[src/rtl/ad_resp_pkg.sv]
// Shared definitions for the AD SPI responder: command codes, modes, FSM states and
// register reset defaults.
package ad_resp_pkg;

  localparam int          CHAN_W   = 4;
  localparam int          NCHAN    = 1 << CHAN_W;
  localparam logic [15:0] MASK_RST = 16'hFFFF;
  localparam logic [3:0]  LAST_RST = 4'hF;

  typedef enum logic [1:0] {
    MODE_MANUAL = 2'b00,
    MODE_AUTO1  = 2'b01,
    MODE_AUTO2  = 2'b10
  } mode_e;

  typedef enum logic [3:0] {
    CMD_CONT       = 4'h0,
    CMD_MANUAL     = 4'h1,
    CMD_AUTO1      = 4'h2,
    CMD_AUTO2      = 4'h3,
    CMD_GPIO       = 4'h4,
    CMD_AUTO1_PROG = 4'h8,
    CMD_AUTO2_PROG = 4'h9,
    CMD_ALARM_PROG = 4'hD
  } cmd_e;

  typedef enum logic [1:0] {ST_IDLE, ST_LOAD, ST_SHIFT, ST_DONE} state_e;

  // What the next complete frame carries instead of a command.
  typedef enum logic [1:0] {PEND_NONE, PEND_MASK, PEND_THR} pend_e;

endpackage

[src/rtl/ad_resp_seq.sv]
// Channel sequencer: picks the channel for the next frame from the mode, the auto1 mask,
// the auto2 last channel and the channel currently selected.
module ad_resp_seq
  import ad_resp_pkg::*;
(
  input  mode_e              mode_i,
  input  logic               restart_i,
  input  logic [CHAN_W-1:0]  cur_i,
  input  logic [CHAN_W-1:0]  manual_i,
  input  logic [CHAN_W-1:0]  last_i,
  input  logic [NCHAN-1:0]   mask_i,
  output logic [CHAN_W-1:0]  next_o
);

  logic [CHAN_W-1:0] lowest, above;
  logic              found_low, found_above;

  always_comb begin
    // NOTE: every combinational output gets a default first, so no path can infer a latch.
    lowest      = '0;
    above       = '0;
    found_low   = 1'b0;
    found_above = 1'b0;
    for (int i = 0; i < NCHAN; i++) begin
      if (mask_i[i] && !found_low) begin
        lowest    = CHAN_W'(i);
        found_low = 1'b1;
      end
      if (mask_i[i] && !found_above && i > int'(cur_i)) begin
        above       = CHAN_W'(i);
        found_above = 1'b1;
      end
    end

    case (mode_i)
      MODE_AUTO1: next_o = (restart_i || !found_above) ? lowest : above;
      MODE_AUTO2: next_o = (restart_i || cur_i >= last_i) ? '0 : cur_i + CHAN_W'(1);
      default:    next_o = manual_i;
    endcase
  end

endmodule

[src/rtl/ad_spi_responder.sv]
// SPI slave emulating a 16-channel SAR ADC; all SPI pins are oversampled in the CLK domain.
// Define AD_RESP_ALARM_EN to enable the sample-over-threshold Alarm output.
module ad_spi_responder
  import ad_resp_pkg::*;
#(
  parameter int SYNC_STAGES = 2,
  parameter int DATA_W      = 12
) (
  input  logic              CLK,
  input  logic              RST,
  input  logic              SCLK,
  input  logic              CS,
  input  logic              SDI,
  output logic              SDO,
  output logic              Smp_Req,
  output logic [3:0]        Smp_Chan,
  input  logic              Smp_Ack,
  input  logic [DATA_W-1:0] Smp_Data,
  output logic [1:0]        Mode,
  output logic [3:0]        GPIO_Out,
  output logic              Frame_Done,
  output logic              Err_Late,
  output logic              Alarm
);

  localparam int FRAME_W = CHAN_W + DATA_W;
  localparam int CNT_W   = $clog2(FRAME_W + 1);
`ifdef AD_RESP_ALARM_EN
  localparam bit ALARM_EN = 1'b1;
`else
  localparam bit ALARM_EN = 1'b0;
`endif

  logic [SYNC_STAGES-1:0] sclk_s_q, cs_s_q, sdi_s_q;
  logic sclk_rise, sclk_fall, cs_rise, cs_fall, sdi_bit;

  // CS synchronisers reset high so leaving reset never looks like a frame start.
  always_ff @(posedge CLK or posedge RST) begin
    if (RST) begin
      sclk_s_q <= '0;
      cs_s_q   <= '1;
      sdi_s_q  <= '0;
    end else begin
      sclk_s_q <= {sclk_s_q[SYNC_STAGES-2:0], SCLK};
      cs_s_q   <= {cs_s_q[SYNC_STAGES-2:0], CS};
      sdi_s_q  <= {sdi_s_q[SYNC_STAGES-2:0], SDI};
    end
  end

  assign sclk_rise =  sclk_s_q[SYNC_STAGES-2] & ~sclk_s_q[SYNC_STAGES-1];
  assign sclk_fall = ~sclk_s_q[SYNC_STAGES-2] &  sclk_s_q[SYNC_STAGES-1];
  assign cs_rise   =  cs_s_q[SYNC_STAGES-2]   & ~cs_s_q[SYNC_STAGES-1];
  assign cs_fall   = ~cs_s_q[SYNC_STAGES-2]   &  cs_s_q[SYNC_STAGES-1];
  assign sdi_bit   =  sdi_s_q[SYNC_STAGES-1];

  state_e             state_q;
  mode_e              mode_q, mode_d;
  pend_e              pend_q;
  logic [FRAME_W-1:0] out_q, cmd_q;
  logic [CNT_W-1:0]   cnt_q;
  logic [CHAN_W-1:0]  chan_q, chan_d, seq_next, manual_q, manual_d, last_q, smp_chan_q;
  logic [NCHAN-1:0]   mask_q;
  logic [DATA_W-1:0]  thr_q;
  logic [3:0]         gpio_q, cmd_code;
  logic               sdo_q, req_q, done_q, late_q, alarm_q, seq_restart, hold_chan;

  assign cmd_code = cmd_q[FRAME_W-1 -: 4];

  // Decode of the frame just received; consumed and program frames hold the channel.
  always_comb begin
    mode_d      = mode_q;
    manual_d    = manual_q;
    seq_restart = 1'b0;
    hold_chan   = 1'b0;
    if (pend_q != PEND_NONE) begin
      hold_chan = 1'b1;
    end else begin
      case (cmd_code)
        CMD_MANUAL: begin
          mode_d = MODE_MANUAL;
          if (cmd_q[11]) manual_d = cmd_q[10:7];
        end
        CMD_AUTO1: if (cmd_q[11]) begin
          mode_d      = MODE_AUTO1;
          seq_restart = 1'b1;
        end
        CMD_AUTO2: if (cmd_q[11]) begin
          mode_d      = MODE_AUTO2;
          seq_restart = 1'b1;
        end
        CMD_AUTO1_PROG, CMD_AUTO2_PROG, CMD_ALARM_PROG: hold_chan = 1'b1;
        default: ;
      endcase
    end
  end

  ad_resp_seq u_seq (
    .mode_i    (mode_d),
    .restart_i (seq_restart),
    .cur_i     (chan_q),
    .manual_i  (manual_d),
    .last_i    (last_q),
    .mask_i    (mask_q),
    .next_o    (seq_next)
  );

  assign chan_d = hold_chan ? chan_q : seq_next;

  always_ff @(posedge CLK or posedge RST) begin
    if (RST) begin
      state_q    <= ST_IDLE;
      mode_q     <= MODE_MANUAL;
      pend_q     <= PEND_NONE;
      out_q      <= '0;
      cmd_q      <= '0;
      cnt_q      <= '0;
      chan_q     <= '0;
      manual_q   <= '0;
      last_q     <= LAST_RST;
      mask_q     <= MASK_RST;
      thr_q      <= '1;
      gpio_q     <= '0;
      smp_chan_q <= '0;
      sdo_q      <= 1'b0;
      req_q      <= 1'b0;
      done_q     <= 1'b0;
      late_q     <= 1'b0;
      alarm_q    <= 1'b0;
    end else begin
      // NOTE: sequential state uses non-blocking assignments only; later ones in this block win.
      done_q <= 1'b0;
      if (state_q == ST_LOAD && req_q && Smp_Ack) begin
        out_q[DATA_W-1:0] <= Smp_Data;
        req_q             <= 1'b0;
        alarm_q           <= Smp_Data > thr_q;
      end

      case (state_q)
        ST_IDLE: if (cs_fall) begin
          state_q    <= ST_LOAD;
          out_q      <= {chan_q, {DATA_W{1'b0}}};
          sdo_q      <= chan_q[CHAN_W-1];
          req_q      <= 1'b1;
          smp_chan_q <= chan_q;
          cnt_q      <= '0;
        end
        ST_LOAD, ST_SHIFT: begin
          if (cs_rise) begin
            state_q <= ST_IDLE;
            sdo_q   <= 1'b0;
            req_q   <= 1'b0;
          end else begin
            if (sclk_fall && state_q == ST_SHIFT) begin
              out_q <= out_q << 1;
              sdo_q <= out_q[FRAME_W-2];
            end
            if (sclk_rise) begin
              cmd_q   <= {cmd_q[FRAME_W-2:0], sdi_bit};
              cnt_q   <= cnt_q + CNT_W'(1);
              state_q <= ST_SHIFT;
              if (state_q == ST_LOAD && req_q && !Smp_Ack) begin
                out_q  <= {out_q[FRAME_W-1 -: CHAN_W], {DATA_W{1'b1}}};
                late_q <= 1'b1;
                req_q  <= 1'b0;
              end
              if (cnt_q == CNT_W'(FRAME_W - 1)) begin
                state_q <= ST_DONE;
                sdo_q   <= 1'b0;
              end
            end
          end
        end
        ST_DONE: begin
          sdo_q <= 1'b0;
          if (cs_rise) begin
            state_q  <= ST_IDLE;
            done_q   <= 1'b1;
            chan_q   <= chan_d;
            mode_q   <= mode_d;
            manual_q <= manual_d;
            pend_q   <= PEND_NONE;
            case (pend_q)
              PEND_MASK: mask_q <= cmd_q[NCHAN-1:0];
              PEND_THR:  thr_q  <= cmd_q[DATA_W-1:0];
              default: begin
                case (cmd_code)
                  CMD_AUTO1_PROG: pend_q <= PEND_MASK;
                  CMD_AUTO2_PROG: last_q <= cmd_q[9:6];
                  CMD_ALARM_PROG: pend_q <= PEND_THR;
                  CMD_GPIO: begin
                    gpio_q <= cmd_q[3:0];
                    if (cmd_q[9]) begin
                      mode_q   <= MODE_MANUAL;
                      manual_q <= '0;
                      chan_q   <= '0;
                      mask_q   <= MASK_RST;
                      last_q   <= LAST_RST;
                      thr_q    <= '1;
                    end
                  end
                  default: ;
                endcase
              end
            endcase
          end
        end
        default: state_q <= ST_IDLE;
      endcase
    end
  end

  assign SDO        = sdo_q;
  assign Smp_Req    = req_q;
  assign Smp_Chan   = smp_chan_q;
  assign Mode       = mode_q;
  assign GPIO_Out   = gpio_q;
  assign Frame_Done = done_q;
  assign Err_Late   = late_q;
  assign Alarm      = alarm_q & ALARM_EN;

endmodule

[config.mk]
export PLATFORM = sky130hd
export DESIGN_NAME = ad_spi_responder
export DESIGN_NICKNAME = d
export VERILOG_FILES = /design/src/rtl/ad_resp_pkg.sv /design/src/rtl/ad_resp_seq.sv /design/src/rtl/ad_spi_responder.sv
export SDC_FILE = /design/constraint.sdc
export NUM_CORES = 1
export LEC_CHECK = 0
export ABC_AREA = 1
export CAP_MARGIN = 20
export CELL_PAD_IN_SITES_DETAIL_PLACEMENT = 1
export CELL_PAD_IN_SITES_GLOBAL_PLACEMENT = 1
export CORE_UTILIZATION = 45
export DETAILED_ROUTE_END_ITERATION = 8
export PLACE_DENSITY = 0.89
export SLEW_MARGIN = 20
export SYNTH_ARGS = -nofsm -noshare
export SYNTH_HDL_FRONTEND = slang
export SYNTH_SLANG_ARGS = --single-unit
[constraint.sdc]
create_clock -name CLK -period 3.28 [get_ports CLK]
set_clock_uncertainty 0.2 [all_clocks]
set_input_delay 0.492 -clock CLK [delete_from_list [all_inputs] [get_ports CLK]]
set_output_delay 0.492 -clock CLK [all_outputs]
set_load 0.05 [all_outputs]
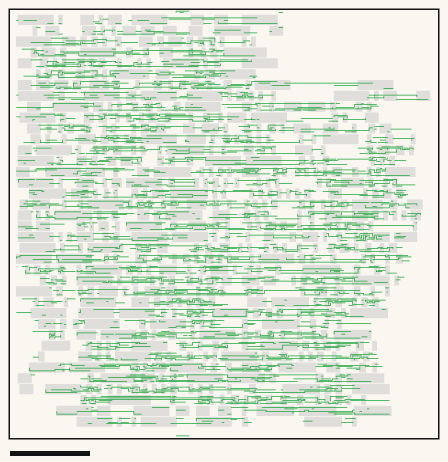
*Met1 routing, run 1*
Scale bar: 20 um. Cells faint in the background.
main direction: horizontal
nets with wire on the layer: 636
share of all routed wire: 46%
longest straight run: 37.7 um
wire length on this layer: 6,250 um

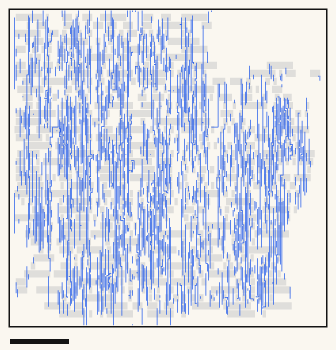
*The metal 2 layer, run 1*
Scale bar: 20 um. Cells faint in the background.
share of all routed wire: 50%
longest straight run: 38.8 um

==> run summary, run 1 <==
Synth Cell Area: 0.00498 mm2
initial antenna violation count: 0
XOR/XNOR Area Share: 0%
largest class: combinational gates
core area: 0.0108 mm2
Peak VDD IR: 515 uV
WHS: 162 ps
Nets: 697
register bit total from synthesis: 88
First DRT Iteration DRCs: 237
Signal buf overhead: 6.61%
YS chip area: 0.00498 mm2
end point of the critical path: chan_q[3]$_DFFE_PP0P_
Logic inverters: 110
Max-area cell share: 33.2%
Area growth syn-to-layout: 14.1%
PD cells: 506 mW/mm2
vias in the first global route: 4,727
Min-Delay Startpoint: sdi_s_q[0]$_DFF_PP0_
dpl cell area: 0.00546 mm2
Top pwr grp: registers
largest net degree at the start of global routing: 89
# Max-Cap Violations: 0
sw frac: 34.7%
Final Hold Vio Count: 0
arrival time at the worst endpoint: 2840 ps
setup_tns: 0 ps
CTS tree: yes
status: finished, final reports clean
Yosys Instances: 626
worst reg2reg startpoint: chan_q[0]$_DFFE_PP0P_
NetSw: 0.998 mW
Multi-In Gates: 414
FF-to-FF End: chan_q[3]$_DFFE_PP0P_
Synthesis Warnings: 0
aoi share: 19.3%
GRT Overall Usage: 25.8%
Routed WL: 13,700 um
cells after synthesis: 626
endpoints failing setup: 0
Setup Buffers After CTS: 0
clock buffers: 10
slew margin rel.: 47.2%
final instance area: 0.00568 mm2
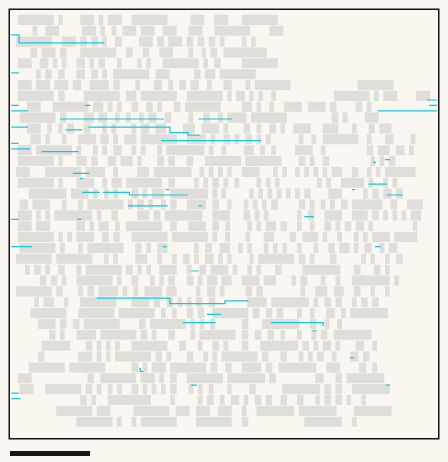
*Signal wires on met3, run 1*
Scale bar: 20 um. Cells faint in the background.
share of all routed wire: 2.2%
nets with wire on the layer: 33
wire length on this layer: 298 um
main direction: horizontal

-- run 1: sequential cells by signal, summed over array words and instances, names as in the netlist, 2 cells and up --
register,cells
chan_q,4
last_q,4
Mode,2
pend_q,2
sdi_s_q,2
manual_q,4
cmd_q,16
Smp_Chan,4
cnt_q,5
out_q,15
GPIO_Out,4
sclk_s_q,2
mask_q,16
cs_s_q,2
state_q,2
-- run 1: critical path, stage by stage, from the launching register on --
cell	delay, ps
dfrtp_1	480
inv_2	110
ha_1	230
nor2_1	280
nand3_1	150
nand2_1	140
nor2_2	70
nand4_4	90
nor3_1	70
o21ai_1	140
nand2_1	90
nor2_1	140
nand2_1	70
nor2_1	120
o21bai_1	90
nand2_1	60
nand2_1	40
nand2_1	50
nand2_1	50
-- run 1: cell usage after synthesis (all sizes together) --
cell	instances
a21oi	17
nor2	57
o21a	1
a311oi	1
dfstp	22
o41ai	1
dfrtp	66
nand2	114
or2	1
a22o	4
a211oi	5
clkbuf	10
a22oi	2
nor3	12
ha	18
buf	4
a41o	1
conb	1
o31ai	1
o21bai	4
nand4	9
inv	110
a31oi	8
a21boi	1
o22ai	9
mux2i	8
o211ai	2
o21ai	107
o2111ai	2
nand3	27
nor3b	1
-- run 1: per-layer routing --
metal  GRT usage (%)  part of all wire, %  routed length, um
met5               0                    0                  0
met4            10.1                  2.3                315
met3            3.34                  2.2                298
met2            44.1                   50               6870
met1            33.0                   46               6250
-- run 1: cells by family (layout without fill, tap and decap cells) --
family                   after synthesis  in the layout
other                                  1              1
AND-OR/OR-AND                        166            166
multiplexers                           8              8
buffers and inverters                124            164
flip-flops                            88             88
AND/OR/NAND/NOR                      221            221
adder cells (fa/ha/maj)               18             18
==> run 2: changes to the inputs <==
==> constraint.sdc (replaced) <==
create_clock -name CLK -period 2.8 [get_ports CLK]
set_clock_uncertainty 0.2 [all_clocks]
set_input_delay 0.42 -clock CLK [delete_from_list [all_inputs] [get_ports CLK]]
set_output_delay 0.42 -clock CLK [all_outputs]
set_load 0.05 [all_outputs]
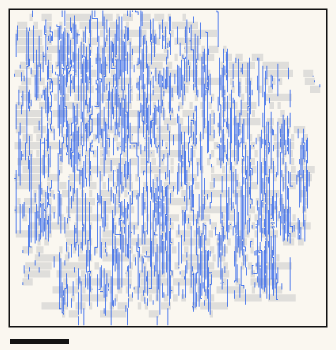
*The metal 2 layer, run 2*
Scale bar: 20 um. Cells faint in the background.
longest straight run: 44.2 um
main direction: vertical
wire length on this layer: 7,060 um

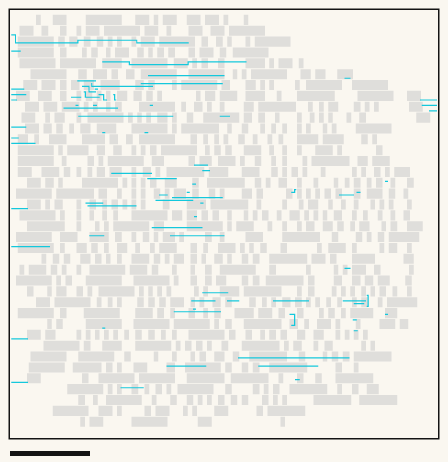
*Signal wires on met3, run 2*
Scale bar: 20 um. Cells faint in the background.
longest straight run: 27.6 um
share of all routed wire: 3.3%
main direction: horizontal

==> run 2 against run 1 <==
Net effect:
- critical path depth unchanged
- first-iteration DRC count up 41%
- sequential power up 17%
- fmax up 7.3%
- largest cell class unchanged
- largest power group unchanged
==> run summary, run 2 <==
Crit path top cell by count: nand2_1 (unchanged)
Yosys Instances: 626 (unchanged)
count leader, synth: nand2_1 (unchanged)
cells after synthesis: 626 (unchanged)
worst reg2reg startpoint: chan_q[0]$_DFFE_PP0P_ (unchanged)
Final Hold Vio Count: 0 (unchanged)
dominant synthesized flop cell: dfrtp_1 (unchanged)
largest registers: cmd_q: 16 flops, mask_q: 16 flops, out_q: 15 flops (unchanged)
CP Buf/Inv Count: 1 (unchanged)
GRT Overall Usage: 26.9% (was 25.8%)
core area: 0.0108 mm2 (unchanged)
setup_tns: 0 ps (unchanged)
Area growth syn-to-layout: 15.8% (was 14.1%)
First DRT Iteration DRCs: 335 (was 237)
Synthesis Warnings: 0 (unchanged)
endpoints failing setup: 0 (unchanged)
slowest stage cell, crit path: dfrtp_2 (was dfrtp_1)
register bit total from synthesis: 88 (unchanged)
status: finished, final reports clean (unchanged)
critical-path cell list: inv_4, ha_2, nor2_2, nand3_2, nand2_2, nor2_4, nand4_4, nor2_4, nand4_4, nor2_4, o211ai_1, nand2_1, nor2_1, o21bai_1, nand2_1, nand2_1, nand2_1, nand2_1 (was inv_2, ha_1, nor2_1, nand3_1, nand2_1, nor2_2, nand4_4, nor3_1, o21ai_1, nand2_1, nor2_1, nand2_1, nor2_1, o21bai_1, nand2_1, nand2_1, nand2_1, nand2_1)
Top Layer Used: met4 (unchanged)
dpl cell area: 0.00552 mm2 (was 0.00546 mm2)
largest net degree at the start of global routing: 53 (was 89)
Max-area cell share: 33.2% (unchanged)
CTS tree: yes (unchanged)
synth cell count leaders: nand2_1 (111), inv_1 (103), o21ai_0 (103) (unchanged)
ys async rst share: 100% (unchanged)
PD cells: 567 mW/mm2 (was 506 mW/mm2)
YS chip area: 0.00498 mm2 (unchanged)
WHS: 164 ps (was 162 ps)
max incr delay on CP: 470 ps (was 480 ps)
slew margin rel.: 59.2% (was 47.2%)
wire length on met2: 7060 um (was 6870 um)
Post-synth EDFFs: 0 (unchanged)
vias in the first global route: 4,859 (was 4,727)
Min-Delay Startpoint: sdi_s_q[0]$_DFF_PP0_ (unchanged)
crit-path leading delay family: simple AND/OR/NAND/NOR gates (unchanged)
arrival time at the worst endpoint: 2690 ps (was 2840 ps)
Peak VDD IR: 479 uV (was 515 uV)
Routed WL: 14,100 um (was 13,700 um)
run 2: cell counts after synthesis:
No cell type changed its count.
run 2: layer usage:
layer | GRT usage [%] | vias to the layer above
li1 | - | 2149
met4 | 9.69 | 0
met1 | 34.7 | 2225
met5 | 0 | -
met3 | 3.59 | 29
met2 | 46.2 | 113
run 2: final timing paths:
path,cells past startpoint,slack (ps),end
hold reg to reg,0,160,sdi_s_q[1]$_DFF_PP0_
max in group asynchronous,3,1550,cs_s_q[0]$_DFF_PP1_
setup / recovery,18,210,chan_q[3]$_DFFE_PP0P_
setup reg to reg,18,210,chan_q[3]$_DFFE_PP0P_
min in group asynchronous,2,190,Frame_Done$_DFF_PP0_
hold / removal,0,160,sdi_s_q[1]$_DFF_PP0_
run 2: report_power, final:
part	switching [mW]	total (mW)	internal, mW
Clock	0.464	0.837	0.372
Combinational	0.594	0.873	0.279
Sequential	0.126	1.56	1.43
Total	1.18	3.27	2.09
run 2: repair_timing:
item,in CTS,in global routing
setup endpoints to repair,3,7
pin swaps,0,2
hold endpoints to repair,0,0
gates resized,2,15
buffers inserted,0,2
run 2: logic make-up (layout without fill, tap and decap cells):
kind of cell	Yosys count	in the layout	synth area share, %
mux	8	8	1.61
other cells	1	1	0.0753
simple gates	221	221	20.0
buf+inv	124	173	9.67
fa+ha+maj	18	18	4.52
flops	88	88	44.8
compound gates	166	166	19.3
run 2: area by class of cell:
cell class              count  area [um2]
inverters                 110         419
well taps                 140         175
repair buffers             47         443
flip-flops and latches     88        2230
clock inverters             4        27.5
clock buffers              12         155
multi-input cells         414        2310
fillers                  1330        5030
Power is estimated from default activity; no workload was simulated.
